### src/rtl/fifo_packer.sv
// Drains a registered-output scratchpad FIFO and packs PACK words into one
// wide beat with valid/ready; a short final beat is zero-padded and masked.
//
// state | meaning
// IDLE  | waiting for i_start
// FILL  | popping words into lanes for the current beat
// DRAIN | beat presented, waiting for i_ready
// DONE  | one-cycle o_done pulse
module fifo_packer #(
    parameter int DATA_WIDTH = 8,
    parameter int PACK       = 4,
    parameter int LEN_WIDTH  = 16
) (
    input  logic                       i_clk,
    input  logic                       i_rst,
    input  logic                       i_clear,
    input  logic                       i_start,
    input  logic [LEN_WIDTH-1:0]       i_len,
    output logic                       o_busy,
    output logic                       o_done,
    input  logic                       i_fifo_empty,
    output logic                       o_fifo_pop_en,
    input  logic [DATA_WIDTH-1:0]      i_fifo_pop_out,
    output logic                       o_valid,
    input  logic                       i_ready,
    output logic [PACK*DATA_WIDTH-1:0] o_data,
    output logic [PACK-1:0]            o_lane_mask,
    output logic                       o_last
);

    localparam int CW = $clog2(PACK + 1);

    localparam logic [1:0] S_IDLE  = 2'd0;
    localparam logic [1:0] S_FILL  = 2'd1;
    localparam logic [1:0] S_DRAIN = 2'd2;
    localparam logic [1:0] S_DONE  = 2'd3;

    logic [1:0]                state_q, state_d;
    logic [LEN_WIDTH-1:0]      remaining_q, remaining_d;
    logic [CW-1:0]             issued_q, issued_d;
    logic [CW-1:0]             received_q, received_d;
    logic                      inflight_q, inflight_d;
    logic                      valid_q, valid_d;
    logic                      last_q, last_d;
    logic [PACK-1:0]           mask_q, mask_d;
    logic [PACK*DATA_WIDTH-1:0] data_q, data_d;
    logic [LEN_WIDTH-1:0]      need;
    logic                      pop;

    assign need = (remaining_q < LEN_WIDTH'(PACK)) ? remaining_q : LEN_WIDTH'(PACK);

    always_comb begin
        state_d     = state_q;
        remaining_d = remaining_q;
        issued_d    = issued_q;
        received_d  = received_q;
        inflight_d  = 1'b0;
        valid_d     = valid_q;
        last_d      = last_q;
        mask_d      = mask_q;
        data_d      = data_q;
        pop         = 1'b0;

        case (state_q)
            S_IDLE: begin
                if (i_start) begin
                    if (i_len != '0) begin
                        remaining_d = i_len;
                        state_d     = S_FILL;
                    end else begin
                        state_d = S_DONE;
                    end
                end
            end
            S_FILL: begin
                pop        = !i_fifo_empty && (LEN_WIDTH'(issued_q) < need);
                inflight_d = pop;
                if (pop) issued_d = issued_q + 1'b1;
                // Pop data lands one cycle after the request, tracked by inflight_q.
                if (inflight_q) begin
                    for (int k = 0; k < PACK; k++) begin
                        if (received_q == CW'(k)) begin
                            data_d[k*DATA_WIDTH +: DATA_WIDTH] = i_fifo_pop_out;
                            mask_d[k] = 1'b1;
                        end
                    end
                    received_d = received_q + 1'b1;
                    if (LEN_WIDTH'(received_q) == need - 1'b1) begin
                        valid_d     = 1'b1;
                        last_d      = (remaining_q == need);
                        remaining_d = remaining_q - need;
                        state_d     = S_DRAIN;
                        for (int k = 0; k < PACK; k++) begin
                            if (LEN_WIDTH'(k) >= need) begin
                                data_d[k*DATA_WIDTH +: DATA_WIDTH] = '0;
                                mask_d[k] = 1'b0;
                            end
                        end
                    end
                end
            end
            S_DRAIN: begin
                if (valid_q && i_ready) begin
                    valid_d    = 1'b0;
                    last_d     = 1'b0;
                    issued_d   = '0;
                    received_d = '0;
                    mask_d     = '0;
                    data_d     = '0;
                    state_d    = last_q ? S_DONE : S_FILL;
                end
            end
            default: begin
                state_d = S_IDLE;
            end
        endcase

        if (i_clear) begin
            state_d     = S_IDLE;
            remaining_d = '0;
            issued_d    = '0;
            received_d  = '0;
            inflight_d  = 1'b0;
            valid_d     = 1'b0;
            last_d      = 1'b0;
            mask_d      = '0;
            data_d      = '0;
            pop         = 1'b0;
        end
    end

    always_ff @(posedge i_clk or posedge i_rst) begin
        if (i_rst) begin
            state_q     <= S_IDLE;
            remaining_q <= '0;
            issued_q    <= '0;
            received_q  <= '0;
            inflight_q  <= 1'b0;
            valid_q     <= 1'b0;
            last_q      <= 1'b0;
            mask_q      <= '0;
            data_q      <= '0;
        end else begin
            state_q     <= state_d;
            remaining_q <= remaining_d;
            issued_q    <= issued_d;
            received_q  <= received_d;
            inflight_q  <= inflight_d;
            valid_q     <= valid_d;
            last_q      <= last_d;
            mask_q      <= mask_d;
            data_q      <= data_d;
        end
    end

    assign o_fifo_pop_en = pop;
    assign o_busy        = (state_q == S_FILL) || (state_q == S_DRAIN);
    assign o_done        = (state_q == S_DONE);
    assign o_valid       = valid_q;
    assign o_last        = last_q;
    assign o_lane_mask   = mask_q;
    assign o_data        = data_q;

endmodule

### config.mk
export PLATFORM = sky130hd
export DESIGN_NAME = fifo_packer
export DESIGN_NICKNAME = d
export VERILOG_FILES = /design/src/rtl/fifo_packer.sv
export SDC_FILE = /design/constraint.sdc
export NUM_CORES = 1
export LEC_CHECK = 0
export ABC_AREA = 1
export CELL_PAD_IN_SITES_DETAIL_PLACEMENT = 1
export CELL_PAD_IN_SITES_GLOBAL_PLACEMENT = 1
export CORE_ASPECT_RATIO = 0.75
export CORE_MARGIN = 5
export CORE_UTILIZATION = 35
export DETAILED_ROUTE_END_ITERATION = 8
export HOLD_SLACK_MARGIN = 0.06
export PLACE_DENSITY = 0.73
export SYNTH_ARGS = -nofsm -noshare
export SYNTH_HDL_FRONTEND = slang
export SYNTH_SLANG_ARGS = --single-unit
### constraint.sdc
create_clock -name i_clk -period 2.45 [get_ports i_clk]
set_input_delay 0.3675 -clock i_clk [delete_from_list [all_inputs] [get_ports i_clk]]
set_output_delay 0.3675 -clock i_clk [all_outputs]
set_load 0.01 [all_outputs]
==> images/layer_met3.png <==
(4 px per micron)
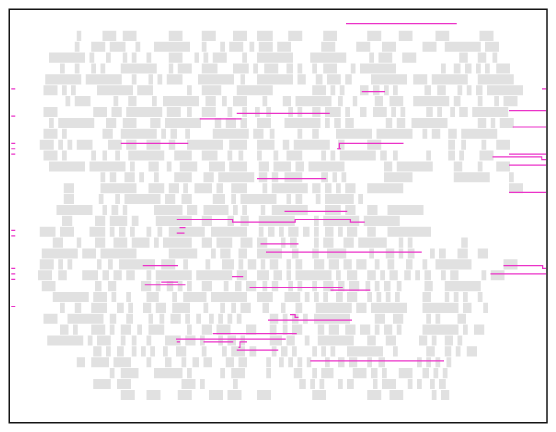
share of all routed wire: 3.6%
main direction: horizontal
wire length on this layer: 505 microns
longest straight run: 38.6 microns
nets with wire on the layer: 38

==> images/layer_met4.png <==
(3 px per micron) Supply wires on this layer in grey.
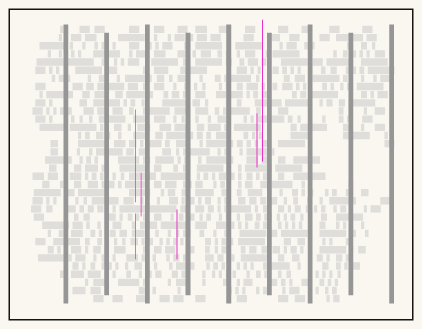
nets with wire on the layer: 5
main direction: vertical

==> images/detail.png <==
Region (76, 52) to (126, 102) microns. Cells in grey, sequential cells in the stronger grey; small squares are vias.
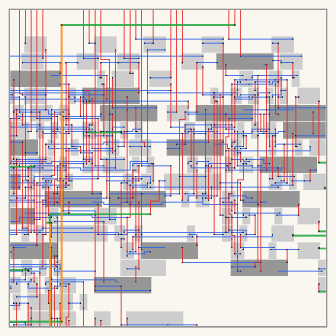
[metal 2] red
[metal 1] blue
[metal 4] orange
[metal 3] green
netlist names of flops here include: `o_data` (14)
most frequent: clkdlybuf4s50_1 (25), nand2_1 (19)
cells with their middle in the window: 124
sequential cells in the window: 16

==> flow_summary_export.csv <==
group,metric,value,unit
routing,vias_per_cell,5.13,
job,cap_viol_max_count,0,
cells_and_area,final_core_utilization,50.9,%
cells_and_area,lay_top_cells,"165 x nand2_1, 69 x clkdlybuf4s50_1, 63 x dfrtp_1",
yosys,synth_cell_types,37,
clock_tree,cts-buffers-inserted,9,
cells_and_area,logic_area,0.00233,sq mm
final_timing,timing.hold.ws,0.393,ns
final_timing,worst_pin_slew,0.878,ns
yosys,top_cells_by_area,"dfrtp_1 39%, nand2_1 17%, inv_1 5.7%, ha_1 5.3%, nand3_1 4.7%",
job,log.warning_count,37,
clock_tree,clk_pin_slew,0.05,ns
clock_tree,cts_buffer_depth,2,
power_and_ir_drop,fin_total_pwr,0.00706,W
setup_path,slowest_delay,0.39,ns
cells_and_area,sh_seq_area,27.1,%
final_timing,setup_tns,-2.00,ns
setup_path,critPathLaunchType,"flip-flop",
yosys,top_area_cell,"dfrtp_1",
routing,drt-wirelength-per-cell,17.3,microns
cells_and_area,layout.cells.non_filler,814,
power_and_ir_drop,p_comb,0.00406,W
setup_path,cp_data_required_time,2.08,ns
final_timing,fin_ws,-0.0980,ns
final_timing,min_period_over_period,104,%
global_routing,grt_overflow,0,
final_timing,setup_viol,41,
cells_and_area,nClkBuffers,12,
cells_and_area,bufAreaShareNonClock,20.4,%
power_and_ir_drop,power.share.clock,18.4,%
yosys,synth.avg_cell_area,7.49,sq um
hold_path,hp-class,"input pin to asynchronous set/reset pin",
power_and_ir_drop,p_seq,0.00170,W
setup_path,cp.arrival,2.18,ns
final_timing,slew_headroom,41.4,%
power_and_ir_drop,power_density,1210,mW/mm^2
setup_path,cp_num_buf_inv,3,
run_status,outcome,"finished with violations",
placement,dp_slack,-0.198,ns
clock_tree,cts_resized,32,
final_timing,clock-skew-final,0.00540,ns
clock_tree,clkSinkCount,63,
yosys,yosys_cells,539,
yosys,edf_count,0,
run_status,violations,"setup timing",
yosys,synthesis.area,0.00404,sq mm
floorplanning,die_area,0.0138,sq mm
floorplanning,taps,144,
yosys,synth_cells,539,
floorplanning,dieHeight,103,microns
global_routing,antenna_found_initial,0,
cells_and_area,area_delta_synth_final,44.2,%
cells_and_area,final-clk-cell-share,5.13,%
yosys,yosys.stat.chipArea,0.00404,sq mm
cells_and_area,seq_area,0.00158,sq mm
placement,place_congestion,0.839,
routing,finalWirelength,14.1,mm
global_routing,grt_util_all_layers,20.0,%
final_timing,max_freq,392,MHz
yosys,netlist.area_leader.share,39.0,%
power_and_ir_drop,power_clock,0.00130,W
yosys,ys_ff,63,
yosys,synth.logic.top_family,"simple AND/OR/NAND/NOR gates",
clock_tree,cts_setup_buffers,9,
cells_and_area,n_antenna_cell,0,
yosys,synth.area.mux_share,4.21,%
setup_path,worstPathCellList,"nor2_2 -> nand2_2 -> nor2_8 -> nand2_4 -> nor2_4 -> inv_2 -> buf_4 -> ha_4 -> o21ai_2 -> nand2_1 -> nand2_1 -> nand3_2 -> nor2_4 -> buf_6",
power_and_ir_drop,pwr-share-comb,57.5,%
power_and_ir_drop,swShare,43.8,%
global_routing,grt_max_degree,44,
cells_and_area,largest_class,"logic gates",
routing,drc,0,
clock_tree,root_buffer,"clkbuf_16",
floorplanning,initCoreUtil,35.3,%
clock_tree,cts_tree,"done",
setup_path,critPathCaptureType,"output port",
global_routing,grt_pass1_wl,22.1,mm
yosys,synthMostInstantiatedCell,"nand2_1",
cells_and_area,stdcell_area,0.00582,sq mm
clock_tree,insertion_delay,0.33,ns
yosys,yosysWarnings,0,
yosys,synthXorXnorAreaFrac,0.867,%
final_timing,min_period,2.55,ns
power_and_ir_drop,p_leak,2.95,nW
yosys,simple_gate_area_share,33.7,%
power_and_ir_drop,vdd_ir_drop_max,0.481,mV
yosys,adder_share,5.27,%
setup_path,ff2ff_setup_slack,-0.1,ns
power_and_ir_drop,sequentialPowerShare,24.1,%
yosys,common_cells,"182 x nand2_1, 63 x dfrtp_1, 61 x inv_1",
floorplanning,rows,34,
floorplanning,die_w,134,microns
routing,drt_iter0_drc,171,
cells_and_area,nNetsFinal,713,
yosys,aoi_share,8.77,%
cells_and_area,comb_share,40.0,%
clock_tree,cts.htree.levels,3,
final timing paths:
kind,start,to
worst max-delay path,remaining_q[8],o_fifo_pop_en
worst min-delay path,i_rst,o_data[6]
worst max register to register,remaining_q[8],state_q[0]
worst min register to register,o_data[21],o_data[21]
max in group asynchronous,i_rst,issued_q[2]
min in group i_clk,o_data[21],o_data[21]
flip-flops by register name, indices dropped and copies added, names as in the netlist:
signal       count
o_data          32
remaining_q     16
o_lane_mask      4
issued_q         3
received_q       3
state_q          2
inflight_q       1
o_last           1
o_valid          1
per-layer routing:
layer  global-route usage [%]  wire length [microns]  up-vias  share of wire, %
met1                     26.9                   6630     2088                47
met5                        0                      0        -                 0
met4                     4.54                    140        0              0.99
met2                     33.8                   6810       72                48
met3                     3.95                    504       14               3.6
li1                         -                      -     1999                 -
Power figures rest on the tool's default switching activity, not on a simulated workload.
